File: config.mk
export PLATFORM = sky130hd
export DESIGN_NAME = dmem_copy_engine_flat
export DESIGN_NICKNAME = d
export VERILOG_FILES = /design/src/rtl/dmem_copy_engine_pkg.sv /design/src/rtl/dmem_copy_engine_if.sv /design/src/rtl/dmem_addr_gen.sv /design/src/rtl/dmem_copy_engine.sv /design/src/flat_wrapper.sv
export SDC_FILE = /design/constraint.sdc
export NUM_CORES = 1
export LEC_CHECK = 0
export ABC_CLOCK_PERIOD_IN_PS = 3160
export CORE_ASPECT_RATIO = 0.6
export CORE_UTILIZATION = 55
export CTS_CLUSTER_DIAMETER = 100
export CTS_CLUSTER_SIZE = 12
export DETAILED_ROUTE_END_ITERATION = 6
export PLACE_DENSITY = 0.81
export SYNTH_ARGS = -nofsm -noshare
export SYNTH_HDL_FRONTEND = slang
export SYNTH_SLANG_ARGS = --single-unit
File: constraint.sdc
create_clock -name clk -period 3.16 [get_ports clk]
set_clock_uncertainty 0.15 [all_clocks]
set_input_delay 0.79 -clock clk [delete_from_list [all_inputs] [get_ports clk]]
set_output_delay 0.79 -clock clk [all_outputs]
set_load 0.01 [all_outputs]
File: src/rtl/dmem_copy_engine_pkg.sv
// Shared constants and types for the data-memory copy/fill engine.
// Memory geometry here matches the data memory and CPU datapath.
package dmem_copy_engine_pkg;

    localparam int DMEM_ADDR_W = 8;
    localparam int DMEM_DATA_W = 16;

    localparam logic MODE_COPY = 1'b0;
    localparam logic MODE_FILL = 1'b1;

    typedef enum logic [1:0] {
        ST_IDLE,
        ST_READ,
        ST_WRITE,
        ST_FIN
    } dce_state_t;

endpackage

File: src/rtl/dmem_copy_engine_if.sv
// Command and memory-bus bundle for the copy engine.
// master = engine side, slave = host/memory side.
interface dmem_copy_engine_if
    import dmem_copy_engine_pkg::*;
#(
    parameter int ADDR_W = DMEM_ADDR_W,
    parameter int DATA_W = DMEM_DATA_W
);

    logic              start;
    logic              mode;
    logic [ADDR_W-1:0] src_addr;
    logic [ADDR_W-1:0] dst_addr;
    logic [ADDR_W:0]   length;
    logic [DATA_W-1:0] fill_value;
    logic              busy;
    logic              done;
    logic [ADDR_W:0]   words_done;
    logic [ADDR_W-1:0] mem_addr;
    logic [DATA_W-1:0] mem_wdata;
    logic              mem_we;
    logic [DATA_W-1:0] mem_rdata;

    modport master (
        input  start,
        input  mode,
        input  src_addr,
        input  dst_addr,
        input  length,
        input  fill_value,
        input  mem_rdata,
        output busy,
        output done,
        output words_done,
        output mem_addr,
        output mem_wdata,
        output mem_we
    );

    modport slave (
        output start,
        output mode,
        output src_addr,
        output dst_addr,
        output length,
        output fill_value,
        output mem_rdata,
        input  busy,
        input  done,
        input  words_done,
        input  mem_addr,
        input  mem_wdata,
        input  mem_we
    );

endinterface

File: src/rtl/dmem_addr_gen.sv
// Address pointer with up/down step, modulo wrap and remaining-word count.
module dmem_addr_gen #(
    parameter int ADDR_W = 8
) (
    input  logic              clk,
    input  logic              rst,
    input  logic              i_load,
    input  logic [ADDR_W-1:0] i_base,
    input  logic [ADDR_W:0]   i_len,
    input  logic              i_down,
    input  logic              i_step,
    output logic [ADDR_W-1:0] o_ptr,
    output logic [ADDR_W:0]   o_rem
);

    localparam logic [ADDR_W-1:0] PTR_ONE = ADDR_W'(1);
    localparam logic [ADDR_W:0]   CNT_ONE = (ADDR_W+1)'(1);

    logic [ADDR_W-1:0] r_ptr;
    logic [ADDR_W:0]   r_rem;
    logic              r_down;

    // Descending runs start at the top word; the add/sub wraps naturally.
    always_ff @(posedge clk or posedge rst) begin
        if (rst) begin
            r_ptr  <= '0;
            r_rem  <= '0;
            r_down <= 1'b0;
        end else if (i_load) begin
            r_down <= i_down;
            r_rem  <= i_len;
            r_ptr  <= i_down ? i_base + i_len[ADDR_W-1:0] - PTR_ONE
                             : i_base;
        end else if (i_step && (r_rem != '0)) begin
            r_ptr <= r_down ? r_ptr - PTR_ONE : r_ptr + PTR_ONE;
            r_rem <= r_rem - CNT_ONE;
        end
    end

    assign o_ptr = r_ptr;
    assign o_rem = r_rem;

endmodule

File: src/rtl/dmem_copy_engine.sv
// Block COPY/FILL master for the data memory.
// Drives the memory pins while busy; reads through its combinational port.
module dmem_copy_engine
    import dmem_copy_engine_pkg::*;
#(
    parameter int ADDR_W = DMEM_ADDR_W,
    parameter int DATA_W = DMEM_DATA_W
) (
    input  logic               clk,
    input  logic               rst,
    dmem_copy_engine_if.master bus
);

    localparam int CNT_W = ADDR_W + 1;
    localparam logic [CNT_W-1:0] MAX_LEN = {1'b1, {ADDR_W{1'b0}}};
    localparam logic [CNT_W-1:0] CNT_ONE = CNT_W'(1);

    dce_state_t        r_state;
    logic              r_mode;
    logic [DATA_W-1:0] r_fill;
    logic [DATA_W-1:0] r_hold;
    logic              r_busy;
    logic              r_done;
    logic [CNT_W-1:0]  r_words;

    logic              w_accept;
    logic [CNT_W-1:0]  w_len;
    logic [ADDR_W-1:0] w_diff;
    logic              w_down;
    logic              w_last;
    logic [ADDR_W-1:0] w_src_ptr;
    logic [ADDR_W-1:0] w_dst_ptr;
    logic [CNT_W-1:0]  w_src_rem;
    logic [CNT_W-1:0]  w_dst_rem;
    logic [ADDR_W-1:0] w_mem_addr;
    logic [DATA_W-1:0] w_mem_wdata;
    logic              w_mem_we;

    assign w_accept = (r_state == ST_IDLE) && bus.start;
    assign w_len    = (bus.length > MAX_LEN) ? MAX_LEN : bus.length;
    assign w_diff   = bus.dst_addr - bus.src_addr;

    // Destination ahead of source inside the block: copy top-down.
    assign w_down = (bus.mode == MODE_COPY) && (w_diff != '0) &&
                    ({1'b0, w_diff} < w_len);

    dmem_addr_gen #(.ADDR_W(ADDR_W)) u_src (
        .clk    (clk),
        .rst    (rst),
        .i_load (w_accept),
        .i_base (bus.src_addr),
        .i_len  (w_len),
        .i_down (w_down),
        .i_step (r_state == ST_READ),
        .o_ptr  (w_src_ptr),
        .o_rem  (w_src_rem)
    );

    dmem_addr_gen #(.ADDR_W(ADDR_W)) u_dst (
        .clk    (clk),
        .rst    (rst),
        .i_load (w_accept),
        .i_base (bus.dst_addr),
        .i_len  (w_len),
        .i_down (w_down),
        .i_step (r_state == ST_WRITE),
        .o_ptr  (w_dst_ptr),
        .o_rem  (w_dst_rem)
    );

    // COPY: source already stepped past its last word when the write happens.
    assign w_last = (r_mode == MODE_COPY) ? (w_src_rem == '0)
                                          : (w_dst_rem == CNT_ONE);

    always_ff @(posedge clk or posedge rst) begin
        if (rst) begin
            r_state <= ST_IDLE;
            r_mode  <= MODE_COPY;
            r_fill  <= '0;
            r_hold  <= '0;
            r_busy  <= 1'b0;
            r_done  <= 1'b0;
            r_words <= '0;
        end else begin
            r_done <= 1'b0;
            unique case (r_state)
                ST_IDLE: begin
                    if (bus.start) begin
                        r_mode  <= bus.mode;
                        r_fill  <= bus.fill_value;
                        r_words <= '0;
                        if (w_len == '0) begin
                            r_state <= ST_FIN;
                            r_done  <= 1'b1;
                        end else begin
                            r_busy  <= 1'b1;
                            r_state <= (bus.mode == MODE_FILL) ? ST_WRITE
                                                               : ST_READ;
                        end
                    end
                end
                ST_READ: begin
                    r_hold  <= bus.mem_rdata;
                    r_state <= ST_WRITE;
                end
                ST_WRITE: begin
                    r_words <= r_words + CNT_ONE;
                    if (w_last) begin
                        r_state <= ST_FIN;
                        r_busy  <= 1'b0;
                        r_done  <= 1'b1;
                    end else begin
                        r_state <= (r_mode == MODE_COPY) ? ST_READ : ST_WRITE;
                    end
                end
                ST_FIN: begin
                    r_state <= ST_IDLE;
                end
                default: begin
                    r_state <= ST_IDLE;
                    r_busy  <= 1'b0;
                end
            endcase
        end
    end

    // Pins depend only on registered state so they hold across the write negedge.
    always_comb begin
        w_mem_addr  = '0;
        w_mem_wdata = '0;
        w_mem_we    = 1'b0;
        unique case (1'b1)
            (r_state == ST_READ): begin
                w_mem_addr = w_src_ptr;
            end
            (r_state == ST_WRITE): begin
                w_mem_addr  = w_dst_ptr;
                w_mem_wdata = (r_mode == MODE_FILL) ? r_fill : r_hold;
                w_mem_we    = 1'b1;
            end
            default: begin
            end
        endcase
    end

    assign bus.busy       = r_busy;
    assign bus.done       = r_done;
    assign bus.words_done = r_words;
    assign bus.mem_addr   = w_mem_addr;
    assign bus.mem_wdata  = w_mem_wdata;
    assign bus.mem_we     = w_mem_we;

endmodule
File: src/flat_wrapper.sv
// flat-port wrapper written by rule: the top's interface ports become plain ports
module dmem_copy_engine_flat import dmem_copy_engine_pkg::*;
#(
    parameter int ADDR_W = DMEM_ADDR_W,
    parameter int DATA_W = DMEM_DATA_W
)
  (clk, rst, bus_start, bus_mode, bus_src_addr, bus_dst_addr, bus_length, bus_fill_value, bus_mem_rdata, bus_busy, bus_done, bus_words_done, bus_mem_addr, bus_mem_wdata, bus_mem_we);
  dmem_copy_engine_if #(.ADDR_W(ADDR_W), .DATA_W(DATA_W)) bus_i ();
  input  logic clk;
  input  logic rst;
  input wire logic [$bits(bus_i.start)-1:0] bus_start;
  input wire logic [$bits(bus_i.mode)-1:0] bus_mode;
  input wire logic [$bits(bus_i.src_addr)-1:0] bus_src_addr;
  input wire logic [$bits(bus_i.dst_addr)-1:0] bus_dst_addr;
  input wire logic [$bits(bus_i.length)-1:0] bus_length;
  input wire logic [$bits(bus_i.fill_value)-1:0] bus_fill_value;
  input wire logic [$bits(bus_i.mem_rdata)-1:0] bus_mem_rdata;
  output wire logic [$bits(bus_i.busy)-1:0] bus_busy;
  output wire logic [$bits(bus_i.done)-1:0] bus_done;
  output wire logic [$bits(bus_i.words_done)-1:0] bus_words_done;
  output wire logic [$bits(bus_i.mem_addr)-1:0] bus_mem_addr;
  output wire logic [$bits(bus_i.mem_wdata)-1:0] bus_mem_wdata;
  output wire logic [$bits(bus_i.mem_we)-1:0] bus_mem_we;
  assign bus_i.start = bus_start;
  assign bus_i.mode = bus_mode;
  assign bus_i.src_addr = bus_src_addr;
  assign bus_i.dst_addr = bus_dst_addr;
  assign bus_i.length = bus_length;
  assign bus_i.fill_value = bus_fill_value;
  assign bus_i.mem_rdata = bus_mem_rdata;
  assign bus_busy = bus_i.busy;
  assign bus_done = bus_i.done;
  assign bus_words_done = bus_i.words_done;
  assign bus_mem_addr = bus_i.mem_addr;
  assign bus_mem_wdata = bus_i.mem_wdata;
  assign bus_mem_we = bus_i.mem_we;
  dmem_copy_engine #(.ADDR_W(ADDR_W), .DATA_W(DATA_W)) u_core (.clk(clk), .rst(rst), .bus(bus_i));
endmodule
==> job_summary.md, run 1 <==
### Yosys + OpenROAD results

| Metric | Value |
|---|---|
| PD cells | 359 nW/um^2 |
| Critical Path Fanout Max | 5 |
| Design area | 9000 um^2 |
| Yosys top cell by area | dfrtp_1 |
| DRC Markers | 0 |
| Met3 usage | 9.09% |
| DRT iter0 DRCs | 800 |
| Synthesized area | 6290 um^2 |
| Most common logic cells in the final layout | buf_4 (113), clkdlybuf4s50_1 (82), dfrtp_1 (81) |
| I/O pins | 97 |
| Remaining antenna violation count after routing | 0 |
| Setup repair bufs after CTS | 15 |
| Cts hold-fix bufs | 0 |
| Worst slack, placed | -1380 ps |
| Met3 wire length | 2.76 mm |
| Detail-routed net length per standard cell | 22.2 um |
| Setup crit start | bus_dst_addr[1] |
| Resized Gates After CTS | 52 |
| Top pwr grp | clock |
| Final Setup Violations | 17 |
| Crit path top cell by count | ha_1 |
| CP required | 3230 ps |
| Power Sequential | 0.00105 W |
| Sw Share | 29.5% |
| Sw Pwr | 0.000953 W |
| Final Hold Viols | 0 |
| Nets | 1043 |
| First-pass GRT wire length | 35.2 mm |
| Clk pin slew, worst setup/hold paths | 60 ps |
| Arr. time, crit path | 4000 ps |
| Mean post-synth cell area | 8.84 um^2 |
| CP Cell Sequence | buf_2 -> ha_1 -> or2_2 -> o22ai_1 -> xnor2_1 -> ha_1 -> a211o_1 -> a31oi_1 -> o21a_1 -> nor2_4 -> buf_6 -> a31oi_4 -> mux2i_1 -> a21oi_1 |
| Failing checks | negative setup slack |
| Largest net degree at the start of global routing | 54 |
| Post-synth top cells | nand2_1 (85), dfrtp_1 (81), ha_1 (59), inv_1 (59), nor2_1 (59) |
| All-Layer GR Usage | 38.7% |
| Yosys cell types | 66 |
| Slew margin rel. | 54.3% |
| Total CTS buffers | 9 |
| Uppermost routed layer | met4 |
| Top_reg_cell synth | dfrtp_1 |
| # rows | 29 |
| R2r startpoint | u_core.u_src.r_down |
| Max incr delay on CP | 410 ps |
| Yosys top cell by instances | nand2_1 |
| Worst Setup Path Type | input port to register |
| Static Leak | 4.10 nW |
| Part of the power in combinational logic | 31.6% |
| Dominant logic cell type in the layout | buf_4 |
| Fin Hold WS | 334 ps |
| Initial antenna violation count | 0 |
| Vias/cell | 6.39 |
| Routed wl met2 | 10.5 mm |
| Clock Latency Late Sink | 340 ps |
| Global routing usage on met2 | 63.7% |
| Die W | 140 um |
| ANT cells | 0 |
| Clock net power | 0.00116 W |
| Total die size | 11900 um^2 |
| Sequential share of power | 32.6% |
| Crit path max-delay family | AND-OR/OR-AND gates |
| Detailed Route WL | 23.5 mm |
| DP HPWL | 14.9 mm |
| Post-synth seq share | 32.2% |
| Outcome | finished, violations left |
| Final WS setup | -768 ps |
| TritonCTS clock tree | done |
| WP buf/inv | 2 |
| Starting Density | 58.0% |
| Fmax | 0.255 GHz |
| Worst Setup End Kind | register |
| WP depth | 14 |
| Post-synth EDFFs | 0 |
| Sink Count | 81 |
| Post-DP Area | 8290 um^2 |
| Clock Power Share | 35.8% |
| Share of cells above drive strength 1 | 26.7% |
| Chip height | 84.8 um |
| Slowest cell on crit path | o22ai_1 |
| Area Growth Syn to Fin | 43.1% |
| Buffers added on ports | 96 |
| Clk buf depth | 2 |
| VDD IR max | 0.401 mV |
| Core box area | 10800 um^2 |
| Drt pass-1 iters | 6 |
| Cell area leaders | dfrtp_1 (32%), ha_1 (12%), nand2_1 (5.1%) |
| Warning total across the stage logs | 33 |
==> run 1: worst min-delay path, delay by kind of cell, from the launching register on <==
family | cells | cell delay, ps
flops | 1 | 340
simple gates | 2 | 120
==> run 1: cell families after synthesis <==
logic type | after synthesis | share of synthesized area (%)
and+or+nand+nor | 222 | 16.5
AOI/OAI and AO/OA | 166 | 18.0
buffers and inverters | 88 | 5.93
DFF | 81 | 32.2
adders and majority gates | 64 | 13.3
muxes | 46 | 7.72
xor gates and xnor gates | 45 | 6.38
==> run 1: worst paths after layout <==
kind,to,slack (ps)
setup / recovery,u_core.u_dst.o_ptr[6],-770
hold / removal,u_core.r_fill[4],330
setup reg to reg,u_core.u_src.o_ptr[7],160
hold reg to reg,u_core.r_fill[4],330
max in group asynchronous,u_core.bus.words_done[0],1560
min in group asynchronous,u_core.r_hold[2],650
==> run 1: per-stage QoR <==
step	util (%)	total power (W)	setup TNS, ps
3_3_place_gp	76.4	0.00186	-19850
6_report	83.0	0.00323	-12190
2_1_floorplan	-	0.00150	-11470
4_1_cts	82.1	0.00311	-11930
3_5_place_dp	76.4	0.00189	-21720
5_1_grt	83.0	0.00332	-13300
==> run 1: final cells by class <==
cell class	instances	area (um^2)
clock buffers	11	243
clock inverters	5	86.3
well taps	139	174
repair buffers	222	1970
multi-input cells	543	4250
flip-flops and latches	81	2030
inverters	61	246
fillers	553	1850
==> run 1: flip-flops by register name, indices dropped and copies added (netlist names) <==
signal and cells:
u_core.u_src.o_ptr 8, u_core.u_dst.o_rem 9, u_core.r_fill 16, u_core.bus.words_done 9
u_core.bus.busy 1, u_core.u_src.o_rem 9, u_core.r_mode 1, u_core.u_dst.o_ptr 8
u_core.r_state 2, u_core.u_src.r_down 1, u_core.r_hold 16, u_core.bus.done 1
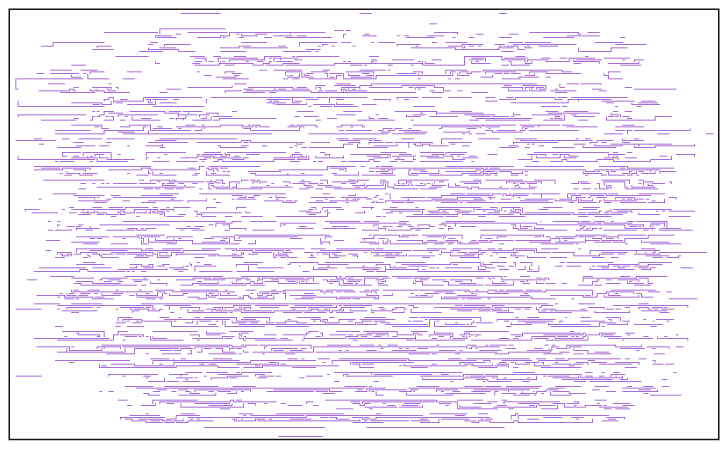
(run_1/layer_met1.png)
share of all routed wire: 37%
main direction: horizontal
longest straight run: 80.5 um
nets with wire on the layer: 958

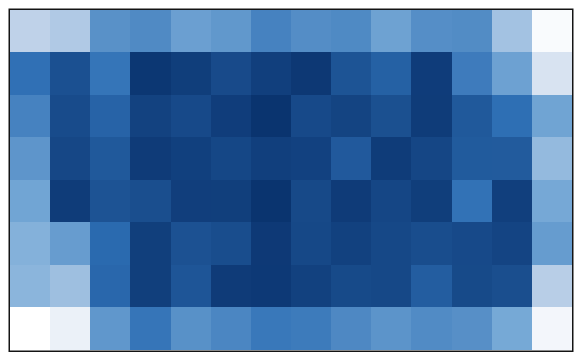
(run_1/cell_density.png)
14 x 8 tiles, from white (low) to dark blue (high), 0 to 100% covered.
tiles over 75% full: 58%
fullest tile: 99%
densest ninth of the die: center
nearly empty tiles: 0.90%

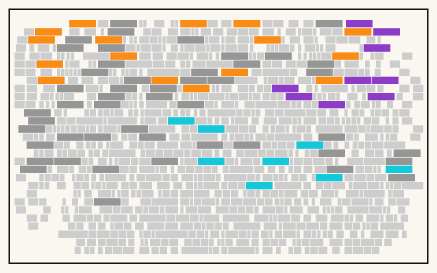
(run_1/flops_by_reg.png)
Other sequential cells in the stronger gray, the rest of the logic in the fainter gray.
| name in the netlist | color | flops |
|---|---|---|
| u_core.r_hold | orange | 16 |
| u_core.bus.words_done | purple | 9 |
| u_core.u_src.o_ptr | cyan | 8 |
not colored: 48

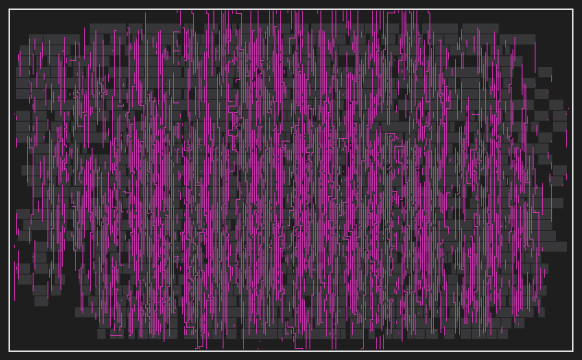
(run_1/layer_met2.png)
Cells faint in the background.
main direction: vertical
wire length on this layer: 10500 um
share of all routed wire: 44%
nets with wire on the layer: 941

==> run 1 -> run 2 <==
Settings changed: TNS_END_PERCENT set to 30.
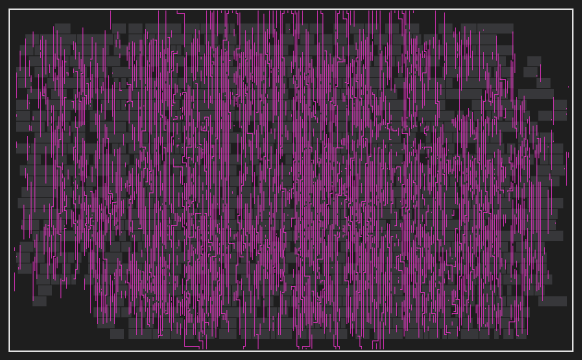
(run_2/layer_met2.png)
Cells faint in the background.
global routing usage on met2: 55.2%
Detailed Route WL: 23.0 mm
via count: 6746

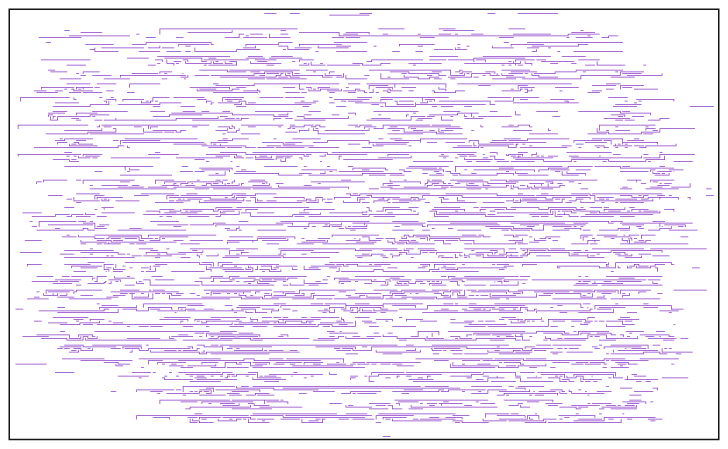
(run_2/layer_met1.png)
wire length on this layer: 9040 um
main direction: horizontal

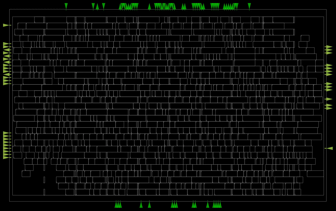
(run_2/placement.png)
flop share of the area: 22.5%
n_taps: 139
Finished Layout Cells: 1058

==> run 2 against run 1 <==
Against the previous run:
- the run still ends with negative setup slack left
- die area stayed put
- via count decreased by 0.60%
- clock power is 6% lower
- utilization about the same
- critical path type unchanged
- critical endpoint is now u_core.u_dst.o_ptr[7]
- largest cell class unchanged
- highest routed layer is now met5
==> job_summary.md, run 2 <==
### Yosys + OpenROAD results

| Metric | Value |
|---|---|
| Fmax | 0.258 GHz (+1.2%) |
| DRC Markers | 0 (unchanged) |
| Nets | 1039 (-0.38%) |
| Crit path max-delay family | AND-OR/OR-AND gates |
| Warning total across the stage logs | 33 (unchanged) |
| Total die size | 11900 um^2 (unchanged) |
| Setup repair bufs after CTS | 11 (-4) |
| Most common logic cells in the final layout | buf_4 (117), clkdlybuf4s50_1 (81), dfrtp_1 (81) |
| DP HPWL | 14.8 mm (-0.60%) |
| # rows | 29 (unchanged) |
| Worst Setup Path Type | input port to register |
| Resized Gates After CTS | 36 (-31%) |
| VDD IR max | 0.257 mV (-36%) |
| Failing checks | negative setup slack |
| Area Growth Syn to Fin | 43.1% (about the same) |
| Dominant logic cell type in the layout | buf_4 |
| I/O pins | 97 (unchanged) |
| Arr. time, crit path | 3950 ps (-50 ps) |
| Synthesized area | 6290 um^2 (unchanged) |
| Sequential share of power | 33.0% (+0.4 points) |
| Final Setup Violations | 22 (+5) |
| Largest net degree at the start of global routing | 50 (-7.4%) |
| Die W | 140 um (unchanged) |
| Outcome | finished, violations left |
| Final WS setup | -723 ps (+45.1 ps) |
| PD cells | 354 nW/um^2 (-1.5%) |
| Yosys cell types | 66 (unchanged) |
| Drt pass-1 iters | 5 (-1) |
| Worst Setup End Kind | register |
| Met3 usage | 8.63% (-0.45 points) |
| R2r startpoint | u_core.u_src.r_down |
| Total CTS buffers | 9 (unchanged) |
| Clock net power | 0.00109 W (-6%) |
| Share of cells above drive strength 1 | 27.6% (+0.99 points) |
| CP required | 3220 ps (about the same) |
| Core box area | 10800 um^2 (unchanged) |
| Post-synth EDFFs | 0 (unchanged) |
| WP buf/inv | 4 (+2) |
| CP Cell Sequence | buf_8 -> clkinvlp_4 -> ha_4 -> a21o_1 -> nor2_4 -> a21oi_4 -> xnor2_2 -> inv_2 -> ha_4 -> a21o_1 -> a2111oi_4 -> o21a_4 -> nor2_4 -> buf_4 -> a311oi_2 -> xnor2_1 -> mux2i_1 |
| Part of the power in combinational logic | 32.9% (+1.3 points) |
| Top Registers | u_core.r_fill: 16 flops, u_core.r_hold: 16 flops |
| WHS Endpoint | u_core.r_fill[7] |
| Clk buf depth | 2 (unchanged) |
| Top pwr grp | clock |
| Top_reg_cell synth | dfrtp_1 |
| Vias/cell | 6.38 (-0.23%) |
| Clock Latency Late Sink | 350 ps (about the same) |
| Yosys top cell by instances | nand2_1 |
| TritonCTS clock tree | done |
| Starting Density | 58.0% (unchanged) |
| Static Leak | 4.11 nW (+0.11%) |
| Sw Pwr | 0.00100 W (+5.1%) |
| Setup crit start | bus_src_addr[3] |
| Reg2Reg Capture Point | u_core.u_src.o_ptr[7] |
| Sw Share | 31.4% (+1.9 points) |
| All-Layer GR Usage | 34.6% (-4.1 points) |
| Slowest cell on crit path | a2111oi_4 |
| Chip height | 84.8 um (unchanged) |
| Cts hold-fix bufs | 0 (unchanged) |
| Mean post-synth cell area | 8.84 um^2 (unchanged) |
| Final Hold Viols | 0 (unchanged) |
| Critical Path Fanout Max | 4 (-1) |
| Yosys top cell by area | dfrtp_1 |
| Design area | 9000 um^2 (about the same) |
| Power Sequential | 0.00105 W (about the same) |
| Sink Count | 81 (unchanged) |
| R2r setup slk | 120 ps (-40 ps) |
| Power Total | 0.00319 W (-1.4%) |
| Fin Hold WS | 329 ps (-5.23 ps) |
| Finished Core Util | 83.0% (about the same) |
| Max incr delay on CP | 360 ps (-50 ps) |
| Clk pin slew, worst setup/hold paths | 60 ps (about the same) |
==> run 2: per-stage QoR <==
stage,TNS [ps],setup slack [ps]
final,-9440,-723
after global routing,-10880,-770
after CTS,-10280,-734
after detailed placement,-21910,-1410
after global placement,-19270,-1240
after floorplan,-11410,-767
==> run 2: worst max path at each step <==
| stage | endpoint | slack, ps |
|---|---|---|
| global placement | u_core.u_dst.o_ptr[1] | -1240 |
| floorplan | u_core.u_dst.o_ptr[6] | -770 |
| global route | u_core.u_dst.o_ptr[7] | -770 |
| CTS | u_core.u_src.o_ptr[1] | -730 |
| detailed placement | u_core.u_dst.o_ptr[1] | -1410 |
| finish | u_core.u_dst.o_ptr[7] | -720 |
==> run 2: final cells by class <==
type | count | area [um^2]
Multi-Input combinational cell | 544 | 4340
Clock inverter | 7 | 78.8
Tap cell | 139 | 174
Inverter | 61 | 250
Fill cell | 586 | 1840
Timing Repair Buffer | 217 | 1910
Clock buffer | 9 | 225
Sequential cell | 81 | 2030
==> run 2: cell families (layout without fill, tap and decap cells) <==
| logic type | count (synthesis) | after routing | synth area share (%) |
|---|---|---|---|
| flip-flops | 81 | 81 | 32.2 |
| multiplexers | 46 | 46 | 7.72 |
| XOR/XNOR | 45 | 45 | 6.38 |
| AND-OR/OR-AND | 166 | 166 | 18.0 |
| buffers and inverters | 88 | 294 | 5.93 |
| adder cells (fa/ha/maj) | 64 | 64 | 13.3 |
| AND/OR/NAND/NOR | 222 | 223 | 16.5 |
==> run 2: routing by layer <==
| metal | wire (um) | part of all wire (%) | vias to the layer above |
|---|---|---|---|
| met2 | 10500 | 46 | 541 |
| met3 | 2650 | 12 | 103 |
| met4 | 752 | 3.3 | 2 |
| met1 | 9040 | 39 | 3207 |
| met5 | 12 | 0.052 | - |
| li1 | - | - | 2893 |
==> run 2 -> run 3 <==
--- a/config.mk
+++ b/config.mk
@@ -7,3 +7,3 @@
 export LEC_CHECK = 0
-export ABC_CLOCK_PERIOD_IN_PS = 3160
+export ABC_CLOCK_PERIOD_IN_PS = 4050
 export CORE_ASPECT_RATIO = 0.6
@@ -14,2 +14,3 @@
 export PLACE_DENSITY = 0.81
+export REMOVE_ABC_BUFFERS = 1
 export SYNTH_ARGS = -nofsm -noshare
==> constraint.sdc (replaced) <==
create_clock -name clk -period 4.05 [get_ports clk]
set_clock_uncertainty 0.15 [all_clocks]
set_input_delay 1.215 -clock clk [delete_from_list [all_inputs] [get_ports clk]]
set_output_delay 1.215 -clock clk [all_outputs]
set_load 0.01 [all_outputs]
==> run 3 against run 2 <==
Against the previous run:
- the flow still finishes with violations (negative setup slack)
- via count decreased by 6.4%
- final cell count shrank 0.66%
- cell area is 1.9% lower
- sequential power down 22%
- register-to-register slack better by 1000 ps
- hold slack improved by 1.2 ps
- synthesized cell count stayed put
- wire length down 9.7%
- first-iteration DRC count is 31% lower
- non-clock buffer count shrank 6
- flip-flop count is the same
- sequential share of layout area is 0.45 points higher
- largest power group is now sequential cells
==> job_summary.md, run 3 <==
### Yosys + OpenROAD results

| Metric | Value |
|---|---|
| Outcome | finished, violations left |
| Failing checks | negative setup slack |
| Mean post-synth cell area | 8.84 um^2 (unchanged) |
| Gpl congestion | 0.983 |
| Top Registers | u_core.r_fill: 16 flops, u_core.r_hold: 16 flops |
| Starting Density | 58.0% (unchanged) |
| Sequential standard cell area | 2030 um^2 (unchanged) |
| Yosys stat area | 6290 um^2 |
| Yosys top cell by area | dfrtp_1 |
| Design area | 8830 um^2 (-1.9%) |
| Yosys cell types | 66 (unchanged) |
| Combinational Gates | 543 (-0.18%) |
| Resized Gates After CTS | 89 (+150%) |
| Critical Path Fanout Max | 5 (+1) |
| Actual slew at the worst max-slew pin | 676 ps |
| Synthesized area | 6290 um^2 (unchanged) |
| Grt total ovfl | 0 |
| Nets | 1032 (-0.67%) |
| Root Buffer | clkbuf_16 |
| Fin Hold WS | 330 ps (+1.21 ps) |
| Final non-clock buffer share | 20.7% (-0.47 points) |
| All-Layer GR Usage | 35.3% (+0.69 points) |
| Final WS setup | -101 ps (+622 ps) |
| I/O pins | 97 (unchanged) |
| Slew Viols, Final | 0 |
| Internal Power | 0.00165 W |
| Cts hold-fix bufs | 0 (unchanged) |
| Max H-tree Level | 3 |
| Seq cells | 81 (unchanged) |
| Detail-routed net length per standard cell | 19.7 um |
| Async set-reset flop share out of synthesis | 100% |
| Area Growth Syn to Fin | 40.4% |
| Crit path launch type | input port |
| Synth flops | 81 |
| Worst slack, placed | -1190 ps (+223 ps) |
| Power Total | 0.00241 W (-24%) |
| Uppermost routed layer | met4 |
| Cells after synthesis | 712 |
| Clock-cell share | 3.25% (-0.13 points) |
| Remaining antenna violation count after routing | 0 |
| Sequential share of power | 34.1% (+1.1 points) |
| Vias/cell | 6.01 (-5.8%) |
| Inverters | 61 (unchanged) |
| Routed wl met2 | 9.09 mm (-14%) |
| VDD IR max | 0.235 mV (-8.4%) |
| YS warnings | 0 |
| Arr. time, crit path | 4290 ps (+340 ps) |
| Post-DP Area | 8000 um^2 |
| Final Setup Violations | 13 (-41%) |
| Clock Power Share | 33.0% |
| DRC Markers | 0 (unchanged) |
| Post-layout min period | 4150 ps |
| Post-synth top cells | nand2_1 (85), dfrtp_1 (81), ha_1 (59), inv_1 (59), nor2_1 (59) |
| Area leader share | 32.2% |
| Multi-input combinational area share | 48.4% (+0.21 points) |
| Total negative slack | -682 ps (+8760 ps) |
| Drt pass-1 iters | 5 (unchanged) |
| DP HPWL | 15.3 mm (+3.1%) |
| Chip height | 84.8 um (unchanged) |
| Largest net degree at the start of global routing | 60 (+20%) |
| PD cells | 273 nW/um^2 (-23%) |
| TritonCTS clock tree | done |
| Yosys stat cell total | 712 |
| Cell area leaders | dfrtp_1 (32%), ha_1 (12%), nand2_1 (5.1%) |
| Yosys top cell by instances | nand2_1 |
| Flop share of the area | 23.0% (+0.45 points) |
| Total die size | 11900 um^2 (unchanged) |
| Area of the multi-input gates | 4280 um^2 (-1.5%) |
| Post-synth seq share | 32.2% |
| Met3 wire length | 2.11 mm (-20%) |
| Placed instance count | 1013 |
| Setup repair bufs after CTS | 20 (+9) |
| Slew margin rel. | 54.5% |
| Buffers added on ports | 96 |
| Die W | 140 um (unchanged) |
| DRT iter0 DRCs | 582 |
| Clock Latency Late Sink | 350 ps (about the same) |
| Warning total across the stage logs | 30 (-9.1%) |
| Signal buffers | 211 (-2.8%) |
| Sw Share | 31.5% (+0.12 points) |
| Worst Hold Class | register to register |
| Final period util | 102% |
| Final Hold Viols | 0 (unchanged) |
| Sw Pwr | 0.000759 W (-24%) |
| Fmax | 0.241 GHz |
| Core box area | 10800 um^2 (unchanged) |
| ANT cells | 0 |
| Most common logic cells in the final layout | buf_4 (110), clkdlybuf4s50_1 (82), dfrtp_1 (81) |
| Global routing usage on met2 | 54.3% (-0.91 points) |
| Worst Setup End Kind | register |
| Total CTS buffers | 9 (unchanged) |
| Dominant logic cell type in the layout | buf_4 |
| Met3 usage | 11.2% (+2.6 points) |
| Met1 WL | 9.19 mm (+1.8%) |
| Part of the power in combinational logic | 32.9% (about the same) |
| Largest class | multi-input combinational cells |
| Share of cells above drive strength 1 | 26.5% (-1.1 points) |
| Sink Count | 81 (unchanged) |
| Top_reg_cell synth | dfrtp_1 |
| Initial antenna violation count | 0 |
| RSZ-0062 raised after global routing | yes |
| Top Usage Layer GRT | met2 |
| N_taps | 139 (unchanged) |
| Worst Setup Path Type | input port to register |
| Static Leak | 4.00 nW (-2.7%) |
| Clock buffer count | 9 (unchanged) |
| First-pass GRT wire length | 32.1 mm |
| Max-cap viol count | 0 |
| Clk pin slew, worst setup/hold paths | 70 ps (about the same) |
| CP required | 4190 ps (+970 ps) |
| Post-synth EDFFs | 0 (unchanged) |
| Clk buf depth | 2 (unchanged) |
| Vias in the first global route | 6263 |
## run 3: cell count changes in the layout (fill, tap and decap cells not counted), sizes merged, moves of 2 or more
cell,change
buf,-5
clkbuf,-4
clkdlybuf4s15,+2
dlygate4sd2,+7
dlymetal6s2s,-7
inv,+3
## run 3: worst max-delay path: stages
cell       delay [ps]
buf_8             100
inv_6              60
ha_4              130
inv_2              30
fa_2              340
and3_4            190
o211a_1           220
a211oi_2          270
inv_2              90
ha_4              300
o2111ai_2          90
o21a_1            240
nor2_4            220
buf_6             170
mux2_4            310
o21ai_2           120
o221a_2           190
## run 3: worst paths after layout
check	slack, ps	to	start	depth (start not counted)
min in group asynchronous	1040	u_core.bus.words_done[7]	rst	2
max in group asynchronous	2050	u_core.u_src.o_rem[1]	rst	3
worst max-delay path	-100	u_core.u_dst.o_ptr[1]	bus_dst_addr[0]	17
worst min-delay path	330	u_core.r_fill[7]	u_core.r_fill[7]	2
worst max register to register	1140	u_core.u_dst.o_ptr[7]	u_core.u_src.r_down	8
worst min register to register	330	u_core.r_fill[7]	u_core.r_fill[7]	2
## run 3: power by group through the flow
stage	Sequential (W)	Clock, W	Combinational [W]
6_report	0.000821	0.000794	0.000793
4_1_cts	0.000821	0.000792	0.000694
3_5_place_dp	0.000836	0	0.000589
3_3_place_gp	0.000836	0	0.000566
2_1_floorplan	0.000835	0	0.000291
5_1_grt	0.000822	0.000827	0.000832
## run 3: kinds of logic (layout without fill, tap and decap cells)
group	after synthesis	in the layout	synth area share (%)
and+or+nand+nor	222	222	16.5
buffers and inverters	88	288	5.93
AOI/OAI and AO/OA	166	166	18.0
DFF	81	81	32.2
adders and majority gates	64	64	13.3
muxes	46	46	7.72
xor gates and xnor gates	45	45	6.38
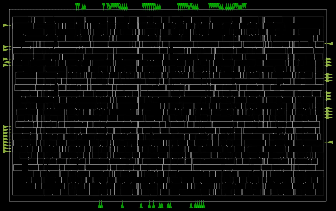
(run_3/placement.png)
Finished Core Util: 81.4%
Layout fillers: 689
# rows: 29
Finished Layout Cells: 1051

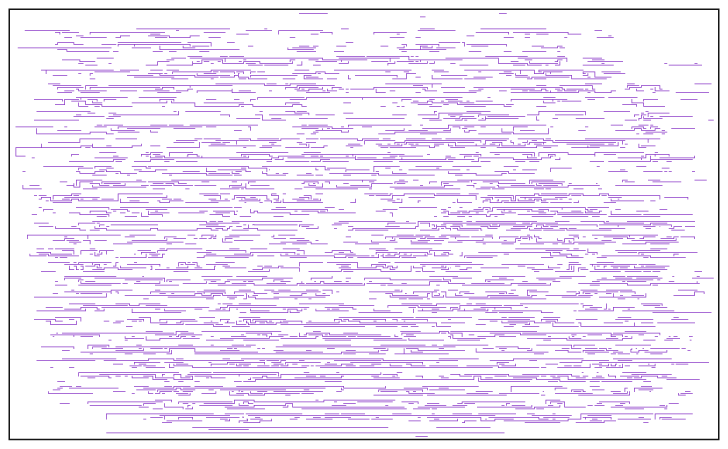
(run_3/layer_met1.png)
Detailed Route WL: 20.7 mm
via count: 6316
met1 GRT Util: 48.3%

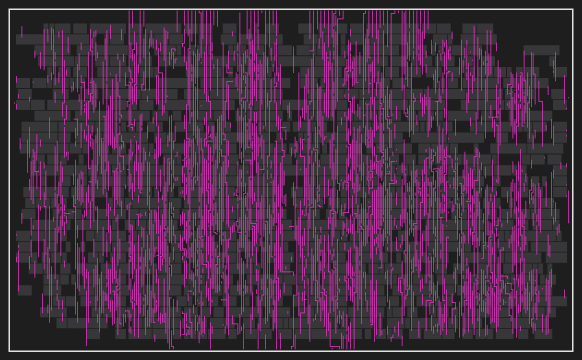
(run_3/layer_met2.png)
Cells faint in the background.
nets with wire on the layer: 911
longest straight run: 28.7 um
wire length on this layer: 9090 um

Power and IR drop assume default switching activity.
